<file path="config.mk">
export PLATFORM = sky130hd
export DESIGN_NAME = input_vc_buffer_flat
export DESIGN_NICKNAME = d
export VERILOG_FILES = /design/src/rtl/input_vc_buffer_if.sv /design/src/rtl/input_vc_buffer.sv /design/src/flat_wrapper.sv
export SDC_FILE = /design/constraint.sdc
export NUM_CORES = 1
export LEC_CHECK = 0
export ABC_CLOCK_PERIOD_IN_PS = 5100
export CAP_MARGIN = 20
export CORE_MARGIN = 2
export CORE_UTILIZATION = 40
export CTS_CLUSTER_SIZE = 10
export DETAILED_ROUTE_END_ITERATION = 6
export PLACE_DENSITY_LB_ADDON = 0.3
export SYNTH_ARGS = -nofsm -noshare
export SYNTH_HDL_FRONTEND = slang
export SYNTH_SLANG_ARGS = --single-unit
export TNS_END_PERCENT = 100
</file>
<file path="constraint.sdc">
create_clock -name clk -period 5.1 [get_ports clk]
set_input_delay 0.51 -clock clk [delete_from_list [all_inputs] [get_ports clk]]
set_output_delay 0.51 -clock clk [all_outputs]
set_load 0.05 [all_outputs]
</file>
<file path="src/rtl/input_vc_buffer_if.sv">
`default_nettype none
// +----------------------------------------------------------------------------+
// | Module      : input_vc_buffer_if                                           |
// | Description : Link, switch-allocation and crossbar signals of one input    |
// |               VC buffer. The master drives the link side; the slave is the |
// |               buffer.                                                      |
// | Revision    : 1.0                                                          |
// +----------------------------------------------------------------------------+
interface input_vc_buffer_if #(
  parameter int NUM_VCS = 4,
  parameter int FLIT_W  = 32
);
  localparam int VC_W = $clog2(NUM_VCS);

  logic               in_valid;
  logic [VC_W-1:0]    in_vc;
  logic               in_head;
  logic               in_tail;
  logic [FLIT_W-1:0]  in_flit;
  logic [NUM_VCS-1:0] ds_credit;
  logic [NUM_VCS-1:0] sa_req;
  logic [NUM_VCS-1:0] sa_grant;
  logic               out_valid;
  logic [VC_W-1:0]    out_vc;
  logic               out_head;
  logic               out_tail;
  logic [FLIT_W-1:0]  out_flit;
  logic               credit_valid;
  logic [VC_W-1:0]    credit_vc;
  logic [2:0]         err;

  modport master (
    output in_valid, in_vc, in_head, in_tail, in_flit, ds_credit, sa_grant,
    input  sa_req, out_valid, out_vc, out_head, out_tail, out_flit,
           credit_valid, credit_vc, err
  );

  modport slave (
    input  in_valid, in_vc, in_head, in_tail, in_flit, ds_credit, sa_grant,
    output sa_req, out_valid, out_vc, out_head, out_tail, out_flit,
           credit_valid, credit_vc, err
  );
endinterface
`default_nettype wire

</file>
<file path="src/rtl/input_vc_buffer.sv">
`default_nettype none
// +----------------------------------------------------------------------------+
// | Module      : input_vc_buffer                                              |
// | Description : Per-input-port VC flit buffer: one circular FIFO per VC, SA  |
// |               requests, grant-driven pop with credit return, framing check.|
// | Revision    : 1.0                                                          |
// +----------------------------------------------------------------------------+
module input_vc_buffer #(
  parameter int NUM_VCS   = 4,
  parameter int BUF_DEPTH = 4,
  parameter int FLIT_W    = 32
) (
  input  logic              clk,
  input  logic              arst,
  input_vc_buffer_if.slave  bus
);
  localparam int VC_W    = $clog2(NUM_VCS);
  localparam int PTR_W   = $clog2(BUF_DEPTH);
  localparam int CNT_W   = PTR_W + 1;
  localparam int ENTRY_W = FLIT_W + 2;

  typedef enum logic [0:0] {
    VC_IDLE   = 1'b0,
    VC_ACTIVE = 1'b1
  } vc_state_t;

  logic [NUM_VCS-1:0] w_empty;
  logic [NUM_VCS-1:0] w_full;
  logic [NUM_VCS-1:0] w_req;
  logic [NUM_VCS-1:0] w_push;
  logic [NUM_VCS-1:0] w_pop;
  logic [NUM_VCS-1:0] w_proto_err;
  logic [ENTRY_W-1:0] w_head_entry [NUM_VCS];
  logic               w_grant_onehot;
  logic               w_grant_ok;
  logic               w_grant_err;
  logic               w_overflow;
  logic [VC_W-1:0]    w_pop_vc;
  logic [ENTRY_W-1:0] w_pop_entry;

  logic               r_out_valid;
  logic [VC_W-1:0]    r_out_vc;
  logic               r_out_head;
  logic               r_out_tail;
  logic [FLIT_W-1:0]  r_out_flit;
  logic [2:0]         r_err;

  // A grant only pops when it is one-hot and lands on a requesting VC.
  assign w_grant_onehot = (bus.sa_grant != '0) &&
                          ((bus.sa_grant & (bus.sa_grant - NUM_VCS'(1))) == '0);
  assign w_grant_ok     = w_grant_onehot && |(bus.sa_grant & w_req);
  assign w_grant_err    = |bus.sa_grant && !w_grant_ok;
  assign w_pop          = w_grant_ok ? bus.sa_grant : '0;
  assign w_overflow     = bus.in_valid && w_full[bus.in_vc] && !w_pop[bus.in_vc];

  for (genvar v = 0; v < NUM_VCS; v++) begin : g_vc
    logic [PTR_W-1:0]   r_wr_ptr;
    logic [PTR_W-1:0]   r_rd_ptr;
    logic [CNT_W-1:0]   r_count;
    logic [ENTRY_W-1:0] r_mem [BUF_DEPTH];
    vc_state_t          r_state;
    vc_state_t          w_state_nxt;
    logic               w_push_hit;
    logic               w_proto_err_vc;

    assign w_empty[v]      = (r_count == '0);
    assign w_full[v]       = (r_count == CNT_W'(BUF_DEPTH));
    assign w_req[v]        = !w_empty[v] && bus.ds_credit[v];
    assign w_push_hit      = bus.in_valid && (bus.in_vc == VC_W'(v));
    // A pop in the same cycle frees the slot a push into a full FIFO needs.
    assign w_push[v]       = w_push_hit && (!w_full[v] || w_pop[v]);
    assign w_head_entry[v] = r_mem[r_rd_ptr];
    assign w_proto_err[v]  = w_proto_err_vc;

    always_ff @(posedge clk or posedge arst) begin
      if (arst) begin
        r_wr_ptr <= '0;
        r_rd_ptr <= '0;
        r_count  <= '0;
      end else begin
        if (w_push[v]) r_wr_ptr <= r_wr_ptr + PTR_W'(1);
        if (w_pop[v])  r_rd_ptr <= r_rd_ptr + PTR_W'(1);
        case ({w_push[v], w_pop[v]})
          2'b10:   r_count <= r_count + CNT_W'(1);
          2'b01:   r_count <= r_count - CNT_W'(1);
          default: r_count <= r_count;
        endcase
      end
    end

    always_ff @(posedge clk) begin
      if (w_push[v]) r_mem[r_wr_ptr] <= {bus.in_head, bus.in_tail, bus.in_flit};
    end

    always_ff @(posedge clk or posedge arst) begin
      if (arst) r_state <= VC_IDLE;
      else      r_state <= w_state_nxt;
    end

    always_comb begin
      w_state_nxt    = r_state;
      w_proto_err_vc = 1'b0;
      if (w_push[v]) begin
        w_proto_err_vc = bus.in_head ? (r_state == VC_ACTIVE) : (r_state == VC_IDLE);
        if (bus.in_tail)      w_state_nxt = VC_IDLE;
        else if (bus.in_head) w_state_nxt = VC_ACTIVE;
      end
    end
  end

  always_comb begin
    w_pop_vc = '0;
    for (int i = 0; i < NUM_VCS; i++) begin
      if (w_pop[i]) w_pop_vc = VC_W'(i);
    end
  end

  assign w_pop_entry = w_head_entry[w_pop_vc];

  always_ff @(posedge clk or posedge arst) begin
    if (arst) begin
      r_out_valid <= 1'b0;
      r_out_vc    <= '0;
      r_out_head  <= 1'b0;
      r_out_tail  <= 1'b0;
      r_out_flit  <= '0;
      r_err       <= '0;
    end else begin
      r_out_valid <= |w_pop;
      if (|w_pop) begin
        r_out_vc   <= w_pop_vc;
        r_out_head <= w_pop_entry[ENTRY_W-1];
        r_out_tail <= w_pop_entry[ENTRY_W-2];
        r_out_flit <= w_pop_entry[FLIT_W-1:0];
      end
      r_err <= r_err | {w_grant_err, |w_proto_err, w_overflow};
    end
  end

  // The credit leaves together with the flit it belongs to.
  assign bus.sa_req       = w_req;
  assign bus.out_valid    = r_out_valid;
  assign bus.out_vc       = r_out_vc;
  assign bus.out_head     = r_out_head;
  assign bus.out_tail     = r_out_tail;
  assign bus.out_flit     = r_out_flit;
  assign bus.credit_valid = r_out_valid;
  assign bus.credit_vc    = r_out_vc;
  assign bus.err          = r_err;
endmodule
`default_nettype wire

</file>
<file path="src/flat_wrapper.sv">
// flat-port wrapper written by rule: the top's interface ports become plain ports
module input_vc_buffer_flat 
#(
  parameter int NUM_VCS   = 4,
  parameter int BUF_DEPTH = 4,
  parameter int FLIT_W    = 32
)
  (clk, arst, bus_in_valid, bus_in_vc, bus_in_head, bus_in_tail, bus_in_flit, bus_ds_credit, bus_sa_grant, bus_sa_req, bus_out_valid, bus_out_vc, bus_out_head, bus_out_tail, bus_out_flit, bus_credit_valid, bus_credit_vc, bus_err);
  input_vc_buffer_if #(.NUM_VCS(NUM_VCS), .FLIT_W(FLIT_W)) bus_i ();
  input  logic clk;
  input  logic arst;
  input wire logic [$bits(bus_i.in_valid)-1:0] bus_in_valid;
  input wire logic [$bits(bus_i.in_vc)-1:0] bus_in_vc;
  input wire logic [$bits(bus_i.in_head)-1:0] bus_in_head;
  input wire logic [$bits(bus_i.in_tail)-1:0] bus_in_tail;
  input wire logic [$bits(bus_i.in_flit)-1:0] bus_in_flit;
  input wire logic [$bits(bus_i.ds_credit)-1:0] bus_ds_credit;
  input wire logic [$bits(bus_i.sa_grant)-1:0] bus_sa_grant;
  output wire logic [$bits(bus_i.sa_req)-1:0] bus_sa_req;
  output wire logic [$bits(bus_i.out_valid)-1:0] bus_out_valid;
  output wire logic [$bits(bus_i.out_vc)-1:0] bus_out_vc;
  output wire logic [$bits(bus_i.out_head)-1:0] bus_out_head;
  output wire logic [$bits(bus_i.out_tail)-1:0] bus_out_tail;
  output wire logic [$bits(bus_i.out_flit)-1:0] bus_out_flit;
  output wire logic [$bits(bus_i.credit_valid)-1:0] bus_credit_valid;
  output wire logic [$bits(bus_i.credit_vc)-1:0] bus_credit_vc;
  output wire logic [$bits(bus_i.err)-1:0] bus_err;
  assign bus_i.in_valid = bus_in_valid;
  assign bus_i.in_vc = bus_in_vc;
  assign bus_i.in_head = bus_in_head;
  assign bus_i.in_tail = bus_in_tail;
  assign bus_i.in_flit = bus_in_flit;
  assign bus_i.ds_credit = bus_ds_credit;
  assign bus_i.sa_grant = bus_sa_grant;
  assign bus_sa_req = bus_i.sa_req;
  assign bus_out_valid = bus_i.out_valid;
  assign bus_out_vc = bus_i.out_vc;
  assign bus_out_head = bus_i.out_head;
  assign bus_out_tail = bus_i.out_tail;
  assign bus_out_flit = bus_i.out_flit;
  assign bus_credit_valid = bus_i.credit_valid;
  assign bus_credit_vc = bus_i.credit_vc;
  assign bus_err = bus_i.err;
  input_vc_buffer #(.NUM_VCS(NUM_VCS), .BUF_DEPTH(BUF_DEPTH), .FLIT_W(FLIT_W)) u_core (.clk(clk), .arst(arst), .bus(bus_i));
endmodule
</file>
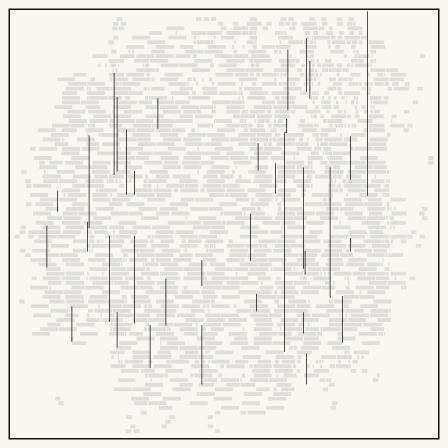
Fig. 1. M4 wires.
- nets with wire on the layer: 19
- longest straight run: 129 microns
- share of all routed wire: 2.0%
- main direction: vertical
- wire length on this layer: 1170 microns

==> flow_summary.yaml <==
# generated from flow reports
run_status:
  status: "completed"
synthesis:
  syn_avg_cell_area_sq_um: 19.33
  top_cell_area_share_pct: 66.65
  area_leaders: "edfxtp_1 (67%), mux4_2 (13%), dfrtp_1 (7.4%)"
  top_cells_by_count: "edfxtp_1 (544), mux4_2 (138), nand2_1 (115), dfrtp_1 (72), and3_1 (39)"
  syn_inst: 1268
  edf_count: 544
  synth_warnings: 0
  ys_cells: 1268
  ys_ff: 616
  ff_type: "edfxtp_1"
  yosysUniqueCellTypes: 63
  ys_seq_share_pct: 74.00
  synthesis.nets: 1335
  ys_chip_area_sq_um: 24510
  synth.most_common_cell: "edfxtp_1"
  syn-cell-area_sq_um: 24510
final_timing:
  finalSetupViolCount: 0
  holdWs_ps: 320.0
  finalClockPeriodUsage_pct: 67.90
  skew_ps: 30.50
  max_clock_freq_ghz: 0.2888
  worst_pin_slew_ps: 1113
  post-route-min-period_ps: 3463
  slew_headroom_pct: 25.80
  final_max_slew_viol_count: 0
  timing.final.ws_setup_ps: 1637
  tns_ps: 0
  hold_viol: 0
  rsz0062_at_grt: "no"
grt:
  grt_pass1_vias: 13280
  gr-total-overflow: 0
  grt_usage_pct: 18.78
  grt_first_pass_wirelength_mm: 86.97
  grt_max_degree: 70
  antenna_found_initial: 0
cells_and_area:
  diodes: 0
  seqCellArea_sq_um: 18150
  logic_area_sq_um: 6031
  fillers: 5009
  drive_above_1_share_pct: 22.71
  fin_nets: 1461
cts:
  cts_max_path_buffers: 3
  cts_tree: "yes"
  numCtsBuffers: 72
  hold_buffers: 0
  clk_latency_ps: 600
  clock-root-buffer: "clkbuf_16"
  cts_setup_buffers: 0
  clock-sinks: 616
  cts_max_level: 3
  path_clk_slew_ps: 60
placed_design:
  io_buffers: 93
  gp_congestion: 0.7946
  hpwl_mm: 33.63
  post-place-ws_ps: 1034
detailed_routing:
  met1_length_mm: 24.29
  wirelength_mm: 58.48
  num_vias: 12641
  drc: 0
  met3_length_mm: 3.320
  ant_nets: 0
  viasPerCell: 5.656
  wl_met2_mm: 29.70
  drtPass1Iterations: 5
  wl_per_cell_microns: 26.16
setup_path:
  worst-path-stages: 6
  worstPathCellList: "clkdlybuf4s50_1, o311ai_4, a41o_1, o21ai_1, and3_2, buf_4"
  start_kind: "input port"
  max_stage_delay_ps: 930
  cp.required_ps: 5410
  slowest_stage: "clkdlybuf4s50_1"
  end_kind: "flop"
  crit_arrival_ps: 3780
  crit_path_max_fanout: 28
  path_class: "input port to flop"
  reg2reg_depth: 5
  path_buffers: 2
  path_delay_family: "buffers and inverters"
job:
  drv_cap: 0
  warnings: 38
pwr:
  cellPowerDensity_nw_per_um2: 528.4
  peakVddDrop_mv: 0.2823
  p_int_uw: 10530
  power.share.switching_pct: 30.24
  power.leakage_uw: 0.009476
  p_clk_share_pct: 31.4
  fin_total_pwr_uw: 15090
  p_seq_share_pct: 45.0
  power.switching_uw: 4564
die:
  die_y_microns: 251.5
  design.core.area_sq_um: 60470
  die_x_microns: 251.5
  io_pins: 94
  die_area_sq_um: 63270
  placementRows: 90
  fp_util_pct: 40.53
min_path:
  hp-class: "input port to asynchronous set/reset pin"
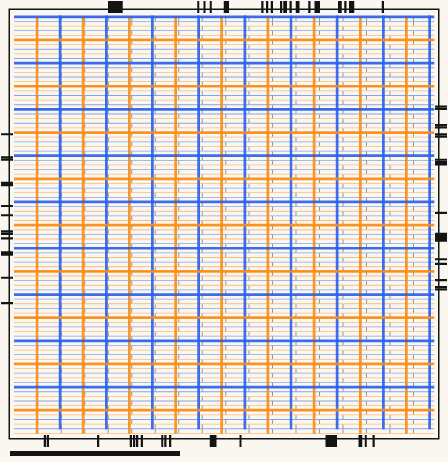
Fig. 2. Supply network.
Scale bar: 100 microns. Pins as bars on the die edge. Tap cells in gray.
- blue: VDD
- orange: VSS
- signal pins: 94
- rows: 90
- tap cells: 782
- met1 rails: 91

## cell families after synthesis
group	count (synthesis)	share of synthesized area (%)
AND-OR/OR-AND	157	4.962
buffers and inverters	96	1.710
AND/OR/NAND/NOR	211	4.365
adder cells (fa/ha/maj)	20	1.144
multiplexers	147	13.07
XOR/XNOR	21	0.7504
flip-flops	616	74.00
## per-stage QoR
step | cell area (sq um) | cells | utilization, %
global placement | 26410 | 2101 | 43.67
CTS | 28540 | 2234 | 47.20
global route | 28560 | 2235 | 47.24
floorplan | 24510 | 1268 | -
finish | 28560 | 2235 | 47.24
detailed placement | 26410 | 2101 | 43.67
## power groups by stage
stage / sequential, uW / clock [uW] / combinational (uW)
2_1_floorplan: 6860 / 0 / 2360
3_3_place_gp: 6940 / 0 / 3510
3_5_place_dp: 6960 / 0 / 3550
4_1_cts: 6860 / 4820 / 3560
5_1_grt: 6880 / 5030 / 3810
6_report: 6790 / 4730 / 3570
## layout make-up
cell class | count | area share, %
well taps | 782 | 3.425
clock inverters | 6 | 0.2278
multi-input cells | 556 | 21.11
clock buffers | 127 | 7.254
flip-flops and latches | 616 | 63.53
repair buffers | 126 | 4.152
inverters | 22 | 0.2979
## state kept, by name, indices dropped and copies added, names as in the netlist
| name | flops |
|---|---|
| u_core.g_vc.r_mem | 544 |
| u_core.bus.credit_vc | 2 |
| u_core.g_vc.r_rd_ptr | 8 |
| u_core.g_vc.r_wr_ptr | 8 |
| u_core.g_vc.r_state | 4 |
| u_core.g_vc.r_count | 12 |
| u_core.bus.err | 3 |
| u_core.bus.out_tail | 1 |
| u_core.bus.out_flit | 32 |
| u_core.bus.out_head | 1 |
| u_core.bus.credit_valid | 1 |
## routing by layer
metal  up-vias  GRT usage (%)
met3        80          3.085
met1      6771          24.98
met2       404          32.03
li1       5386              -
met4         0          5.340
met5         -              0
## worst register-to-register path: stages (launching register included)
cell      delay [ps]
dfrtp_1          520
o311ai_4         220
a41o_1           410
o21ai_1          470
and3_2           840
buf_4            300
## cell usage in the layout, fill, tap and decap left out, types with 27 or more instances in the layout
master,Yosys,layout
buf_4,5,32
nand2_1,115,114
dfrtp_1,72,64
clkdlybuf4s50_1,0,92
o21ai_1,35,35
mux4_2,138,138
a31o_2,27,27
edfxtp_1,544,544
and3_1,39,35
clkbuf_16,0,75
a211oi_1,38,38
clkbuf_1,37,52
## final timing paths
check | to | slack (ps) | start
setup / recovery | u_core.g_vc[2].r_mem[1][3] | 1640 | bus_sa_grant[3]
hold / removal | u_core.bus.out_flit[9] | 320 | arst
setup reg to reg | u_core.g_vc[2].r_mem[1][3] | 2070 | u_core.g_vc[1].r_count[0]
hold reg to reg | u_core.bus.out_flit[8] | 490 | u_core.bus.out_flit[8]
max in group asynchronous | u_core.g_vc[2].r_rd_ptr[0] | 3760 | arst
min in group clk | u_core.bus.out_flit[8] | 490 | u_core.bus.out_flit[8]
No activity file was given, so power comes from the tool's default toggle rates.
